$ cat src/rtl/dcache_wb_if.sv
// rtl/dcache_wb_if.sv - CPU-side and memory-side bus of the write-back data cache
interface dcache_wb_if;
  logic         read;
  logic         write;
  logic [31:0]  address;
  logic [31:0]  writedata;
  logic [3:0]   write_mask;
  logic [31:0]  readdata;
  logic         busywait;
  logic         mem_read;
  logic         mem_write;
  logic [27:0]  mem_address;
  logic [127:0] mem_writedata;
  logic [127:0] mem_readdata;
  logic         mem_busywait;

  modport slave (
    input  read, write, address, writedata, write_mask, mem_readdata, mem_busywait,
    output readdata, busywait, mem_read, mem_write, mem_address, mem_writedata
  );

  modport master (
    output read, write, address, writedata, write_mask, mem_readdata, mem_busywait,
    input  readdata, busywait, mem_read, mem_write, mem_address, mem_writedata
  );
endinterface

$ cat src/rtl/dcache_wb_ctrl.sv
// rtl/dcache_wb_ctrl.sv - direct-mapped write-back write-allocate data cache controller
module dcache_wb_ctrl #(
  parameter int SETS = 8
) (
  input logic        CLK,
  input logic        RESET,
  dcache_wb_if.slave bus
);
  localparam int IW = $clog2(SETS);
  localparam int TW = 28 - IW;

  typedef enum logic [1:0] {IDLE, WRITEBACK, ALLOCATE, UPDATE} state_t;

  state_t          r_state;
  state_t          w_next;
  logic [SETS-1:0] r_valid;
  logic [SETS-1:0] r_dirty;
  logic [TW-1:0]   r_tag  [SETS];
  logic [127:0]    r_data [SETS];
  logic [27:0]     r_blk;

  logic [IW-1:0]   w_idx;
  logic [TW-1:0]   w_tag;
  logic [1:0]      w_off;
  logic [IW-1:0]   w_ridx;
  logic            w_req;
  logic            w_hit;
  logic [31:0]     w_word;
  logic            w_miss_start;
  logic            w_fill;
  logic            w_store;
  logic            w_unused;

  assign w_idx    = bus.address[4 +: IW];
  assign w_tag    = bus.address[31 -: TW];
  assign w_off    = bus.address[3:2];
  assign w_ridx   = r_blk[IW-1:0];
  assign w_req    = bus.read | bus.write;
  assign w_hit    = r_valid[w_idx] && (r_tag[w_idx] == w_tag);
  assign w_word   = r_data[w_idx][{w_off, 5'b00000} +: 32];
  assign w_unused = ^bus.address[1:0];

  always_comb begin
    w_next            = r_state;
    w_miss_start      = 1'b0;
    w_fill            = 1'b0;
    w_store           = 1'b0;
    bus.busywait      = 1'b0;
    bus.mem_read      = 1'b0;
    bus.mem_write     = 1'b0;
    bus.mem_address   = '0;
    bus.mem_writedata = '0;
    bus.readdata      = '0;
    case (r_state)
      IDLE: begin
        if (w_req) begin
          if (w_hit) begin
            // a simultaneous read+write is served as a store
            if (bus.write) w_store = 1'b1;
            else           bus.readdata = w_word;
          end else begin
            bus.busywait = 1'b1;
            w_miss_start = 1'b1;
            w_next       = (r_valid[w_idx] && r_dirty[w_idx]) ? WRITEBACK : ALLOCATE;
          end
        end
      end
      WRITEBACK: begin
        bus.busywait      = 1'b1;
        bus.mem_write     = 1'b1;
        bus.mem_address   = {r_tag[w_ridx], w_ridx};
        bus.mem_writedata = r_data[w_ridx];
        if (!bus.mem_busywait) w_next = ALLOCATE;
      end
      ALLOCATE: begin
        bus.busywait    = 1'b1;
        bus.mem_read    = 1'b1;
        bus.mem_address = r_blk;
        if (!bus.mem_busywait) begin
          w_fill = 1'b1;
          w_next = UPDATE;
        end
      end
      UPDATE: begin
        bus.busywait = 1'b1;
        w_next       = IDLE;
      end
      default: w_next = IDLE;
    endcase
  end

  // the miss block address is latched so a dropped request cannot disturb the transfer
  always_ff @(posedge CLK or posedge RESET) begin
    if (RESET) begin
      r_state <= IDLE;
      r_valid <= '0;
      r_dirty <= '0;
      r_blk   <= '0;
    end else begin
      r_state <= w_next;
      if (w_miss_start) r_blk <= bus.address[31:4];
      if (w_fill) begin
        r_valid[w_ridx] <= 1'b1;
        r_dirty[w_ridx] <= 1'b0;
      end
      if (w_store) r_dirty[w_idx] <= 1'b1;
    end
  end

  always_ff @(posedge CLK) begin
    if (w_fill) begin
      r_data[w_ridx] <= bus.mem_readdata;
      r_tag[w_ridx]  <= r_blk[27 -: TW];
    end else if (w_store) begin
      for (int b = 0; b < 4; b++) begin
        if (bus.write_mask[2'(b)])
          r_data[w_idx][{w_off, 2'(b), 3'b000} +: 8] <= bus.writedata[{2'(b), 3'b000} +: 8];
      end
    end
  end
endmodule
$ cat src/flat_wrapper.sv
// flat-port wrapper written by rule: the top's interface ports become plain ports
module dcache_wb_ctrl_flat 
#(
  parameter int SETS = 8
)
  (CLK, RESET, bus_read, bus_write, bus_address, bus_writedata, bus_write_mask, bus_mem_readdata, bus_mem_busywait, bus_readdata, bus_busywait, bus_mem_read, bus_mem_write, bus_mem_address, bus_mem_writedata);
  dcache_wb_if bus_i ();
  input logic CLK;
  input logic RESET;
  input wire logic [$bits(bus_i.read)-1:0] bus_read;
  input wire logic [$bits(bus_i.write)-1:0] bus_write;
  input wire logic [$bits(bus_i.address)-1:0] bus_address;
  input wire logic [$bits(bus_i.writedata)-1:0] bus_writedata;
  input wire logic [$bits(bus_i.write_mask)-1:0] bus_write_mask;
  input wire logic [$bits(bus_i.mem_readdata)-1:0] bus_mem_readdata;
  input wire logic [$bits(bus_i.mem_busywait)-1:0] bus_mem_busywait;
  output wire logic [$bits(bus_i.readdata)-1:0] bus_readdata;
  output wire logic [$bits(bus_i.busywait)-1:0] bus_busywait;
  output wire logic [$bits(bus_i.mem_read)-1:0] bus_mem_read;
  output wire logic [$bits(bus_i.mem_write)-1:0] bus_mem_write;
  output wire logic [$bits(bus_i.mem_address)-1:0] bus_mem_address;
  output wire logic [$bits(bus_i.mem_writedata)-1:0] bus_mem_writedata;
  assign bus_i.read = bus_read;
  assign bus_i.write = bus_write;
  assign bus_i.address = bus_address;
  assign bus_i.writedata = bus_writedata;
  assign bus_i.write_mask = bus_write_mask;
  assign bus_i.mem_readdata = bus_mem_readdata;
  assign bus_i.mem_busywait = bus_mem_busywait;
  assign bus_readdata = bus_i.readdata;
  assign bus_busywait = bus_i.busywait;
  assign bus_mem_read = bus_i.mem_read;
  assign bus_mem_write = bus_i.mem_write;
  assign bus_mem_address = bus_i.mem_address;
  assign bus_mem_writedata = bus_i.mem_writedata;
  dcache_wb_ctrl #(.SETS(SETS)) u_core (.CLK(CLK), .RESET(RESET), .bus(bus_i));
endmodule
$ cat config.mk
export PLATFORM = sky130hd
export DESIGN_NAME = dcache_wb_ctrl_flat
export DESIGN_NICKNAME = d
export VERILOG_FILES = /design/src/rtl/dcache_wb_if.sv /design/src/rtl/dcache_wb_ctrl.sv /design/src/flat_wrapper.sv
export SDC_FILE = /design/constraint.sdc
export NUM_CORES = 2
export LEC_CHECK = 0
export CORE_UTILIZATION = 30
export DETAILED_ROUTE_END_ITERATION = 6
export MAX_ROUTING_LAYER = met4
export SLEW_MARGIN = 30
export SYNTH_ARGS = -nofsm -noshare
export SYNTH_HDL_FRONTEND = slang
export SYNTH_SLANG_ARGS = --single-unit
$ cat constraint.sdc
create_clock -name CLK -period 15.3 [get_ports CLK]
set_input_delay 3.06 -clock CLK [delete_from_list [all_inputs] [get_ports CLK]]
set_output_delay 3.06 -clock CLK [all_outputs]
set_load 0.01 [all_outputs]
### Placed cells, one colour a class

Fill, decap, tap and diode cells in grey.
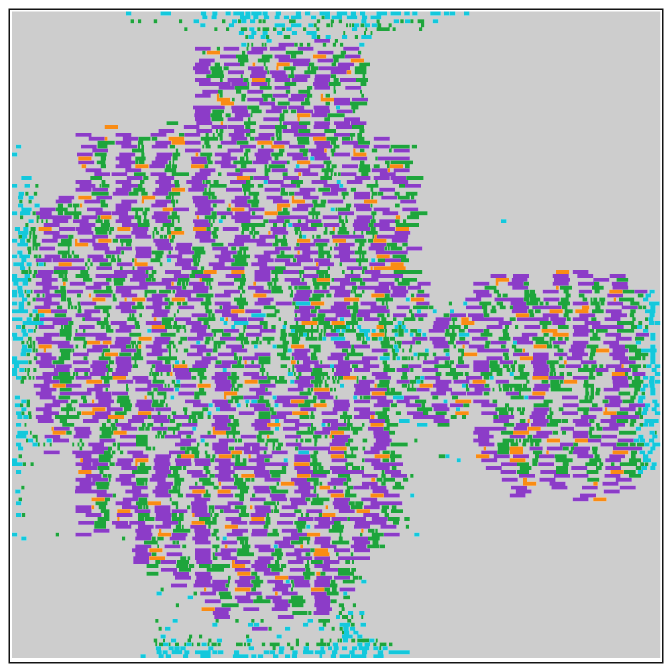
all other logic: in green, cells 2353. other buffers and delay cells: in cyan, cells 481. flops: in purple, cells 1270. clock drivers and dummy loads: in orange, cells 254.
Util after Layout: 36.0%
Core Footprint: 0.202 mm^2
Design Area, Final: 0.0727 mm^2
flop share of the area: 52.2%
Core Rows: 165

### Metal 3

Scale bar: 100 um.
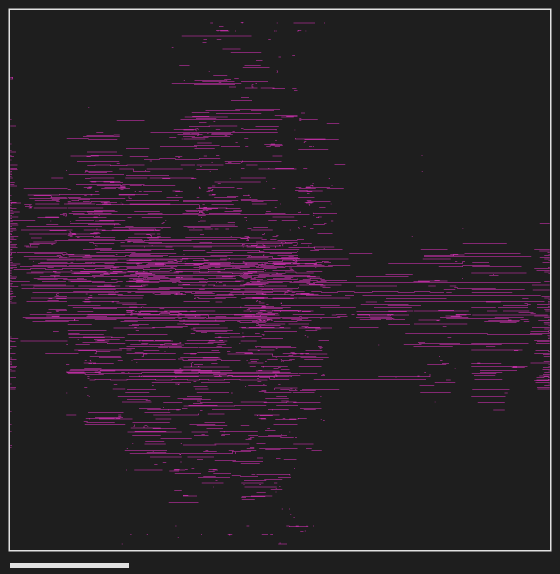
776 nets have wire on it. The layer carries 24.3 mm of wire.
Via Count: 40757
Post-Route WL: 233 mm
met3 usage: 5.38%

### The clock network

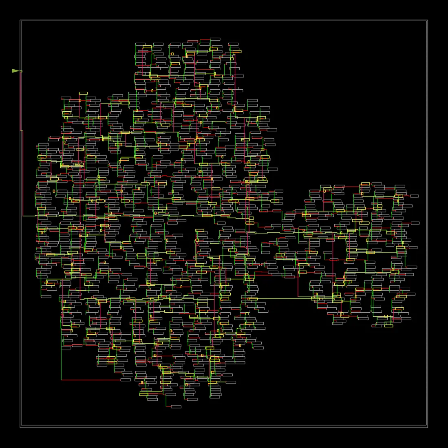
Layout clock buffers: 168
Clock Sink Count: 1270

### M1 wires

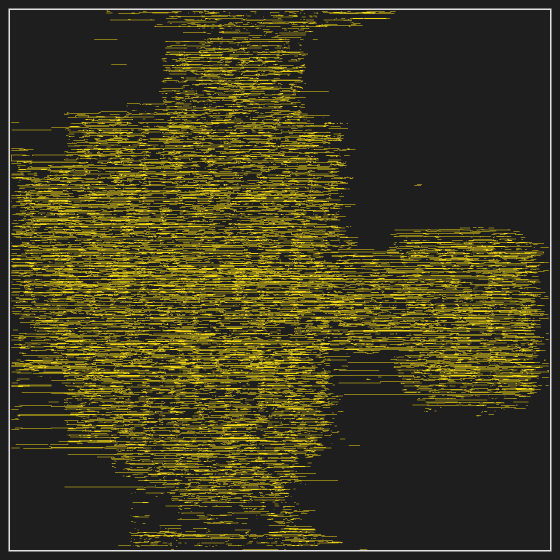
4137 nets have wire on it. The wires run mostly horizontal. The longest straight run is 148 um.
met1 Track Usage GR: 27.1%

==> run summary <==
fresh numbers from the pnr run: outcome finished clean, first-pass GRT wire length 316 mm, Synth mux share a little over a fifth, number of global-route vias before repair between 30000 and 40000, Worst VDD drop approximately 0.00015 V, inverters 18, cycle use final 74.9%, tool warnings a little under 60, crit path kind in -> out, die area around 0.20 mm^2, Die Y 453 um, fraction of area in multi-input gates a little under a third, DRT antenna net count 0, cts bufs inserted 140, Slew Limit Headroom around 23%, Mapped Cells approximately 3900, ys async rst share approximately 3.6%, yosys cell count a little under 4000, CP arrival ~8.4 ns, critical path's slowest cell nor3_1, Simple-Gate Area Share around 6.4%, Post-synth EDFFs around 1200, FF-to-FF Start u_core.r_state[0]$_DFFE_PP0P_, Final Critical Period between 10 and 15 ns, top cell category registers, CP startpoint kind primary input, number of inserted diodes 26, PostCTS Resize Cnt 0, Top Layer Used met4, Pwr Density between 150 and 200 mW/mm^2, Ports 392, crit-path leading delay family buffers and inverters, fp util a little under a third, Setup Skew just under 0.09 ns, crit-path max cell delay between 0.9 and 1 ns, Synthesized Nets 4145, Metal-1 WL between 80 and 90 mm, largest net degree at the start of global routing 158, CTS tree built, Dominant cell area share between 60% and 70%, clk root buf clkbuf_16, Final Hold Violating Endpoints 0, leakage roughly 0.023 uW, CP Cell Sequence buf_8, clkinv_1, buf_4, buf_4, and2_2, buf_4, buf_4, a22o_1, a2111oi_0, nor3_1, a31oi_1, nor2_1, clkdlybuf4s50_1, RSZ-0062 raised after global routing false, worst reg2reg path endpoint u_core.r_data[5][7]$_DFFE_PP_, Min-Delay Path Class reg -> reg, Top cells by area edfxtp_1 (60%), mux4_2 (13%), mux2i_1 (5.7%), AO/OA Area Share about 7.5%, Highest Clock Rate just under 90 MHz, count of hold-fix buffers inserted at cts 0, fin cells roughly 7100, final net count 4456, Synth Cell Area just over 0.06 mm^2, Tap Count between 2000 and 3000, yosys adder share less than 1%, YS chip area just over 0.06 mm^2, crit path to bus_readdata[3], combinational gates 2335, Die Wd between 400 and 500 um, post-synth top area cell edfxtp_1, Layout area overhead 19.4%, Min-Delay Endpoint u_core.r_valid[5]$_DFFE_PP0P_, drt first pass iters 6, Top cell excl fill/tap edfxtp_1, flop count 1270, Clock-cell share between 6 and 7%, bufs w/o clock just under 500, Setup crit end kind output pin, Worst-Margin Slew around 1.1 ns, Slew Limit Fails 0, R2R setup slack between 10 and 15 ns, Mapped Avg Cell Area 15.5 um^2, Reg area around 0.038 mm^2, Via density 5.78, # DRC 0, Placed Cells incl. Taps approximately 6800, gr ovfl total 0, DP HPWL 150 mm, most frequent logic cells in the routed design edfxtp_1 (1224), clkdlybuf4s50_1 (366), mux4_2 (363), Setup TNS 0 ns, Comb area between 0.02 and 0.025 mm^2, port buffer count about 370, prevailing post-synth register cell edfxtp_1, layout cells sized above 1 roughly 20%, Post-CTS Setup Inserts 0, worst-path fanout max 42, critical path depth in cells 13, yosys warns 0, Bufs and invs on worst path 7, Non-clock buffer share 6.48%, number of max-cap violations 0, dpl ws roughly 4.1 ns, Reg2Reg Depth 11, final setup violation count 0, Seq share, synth 62.2%, Met2 Wirelength approximately 110 mm, total track usage a little under a quarter, Yosys reg bits approximately 1300, most frequent CP cell buf_4
==> state kept, by name, summed over array words and instances, names as in the netlist <==
signal	count
u_core.r_blk	28
u_core.r_data	1024
u_core.r_dirty	8
u_core.r_state	2
u_core.r_tag	200
u_core.r_valid	8
==> metal layers <==
layer / global-route usage, % / vias to the layer above
met5: - / -
met4: 15.2 / 0
met3: 5.38 / 578
met2: 34.4 / 2734
met1: 27.1 / 20990
li1: - / 16455
==> power by group <==
group          internal (uW)  switching, uW
clock                   1930           1480
sequential              4270            296
combinational           1660           2230
==> metrics by stage <==
| step | total power [uW] | cell area (um^2) |
|---|---|---|
| after global routing | 12200 | 72700 |
| after global placement | 8440 | 67700 |
| after detailed placement | 8490 | 67800 |
| final | 11900 | 72700 |
| after CTS | 11900 | 72500 |
| after floorplan | 6830 | 60900 |
Power is estimated from default activity; no workload was simulated.
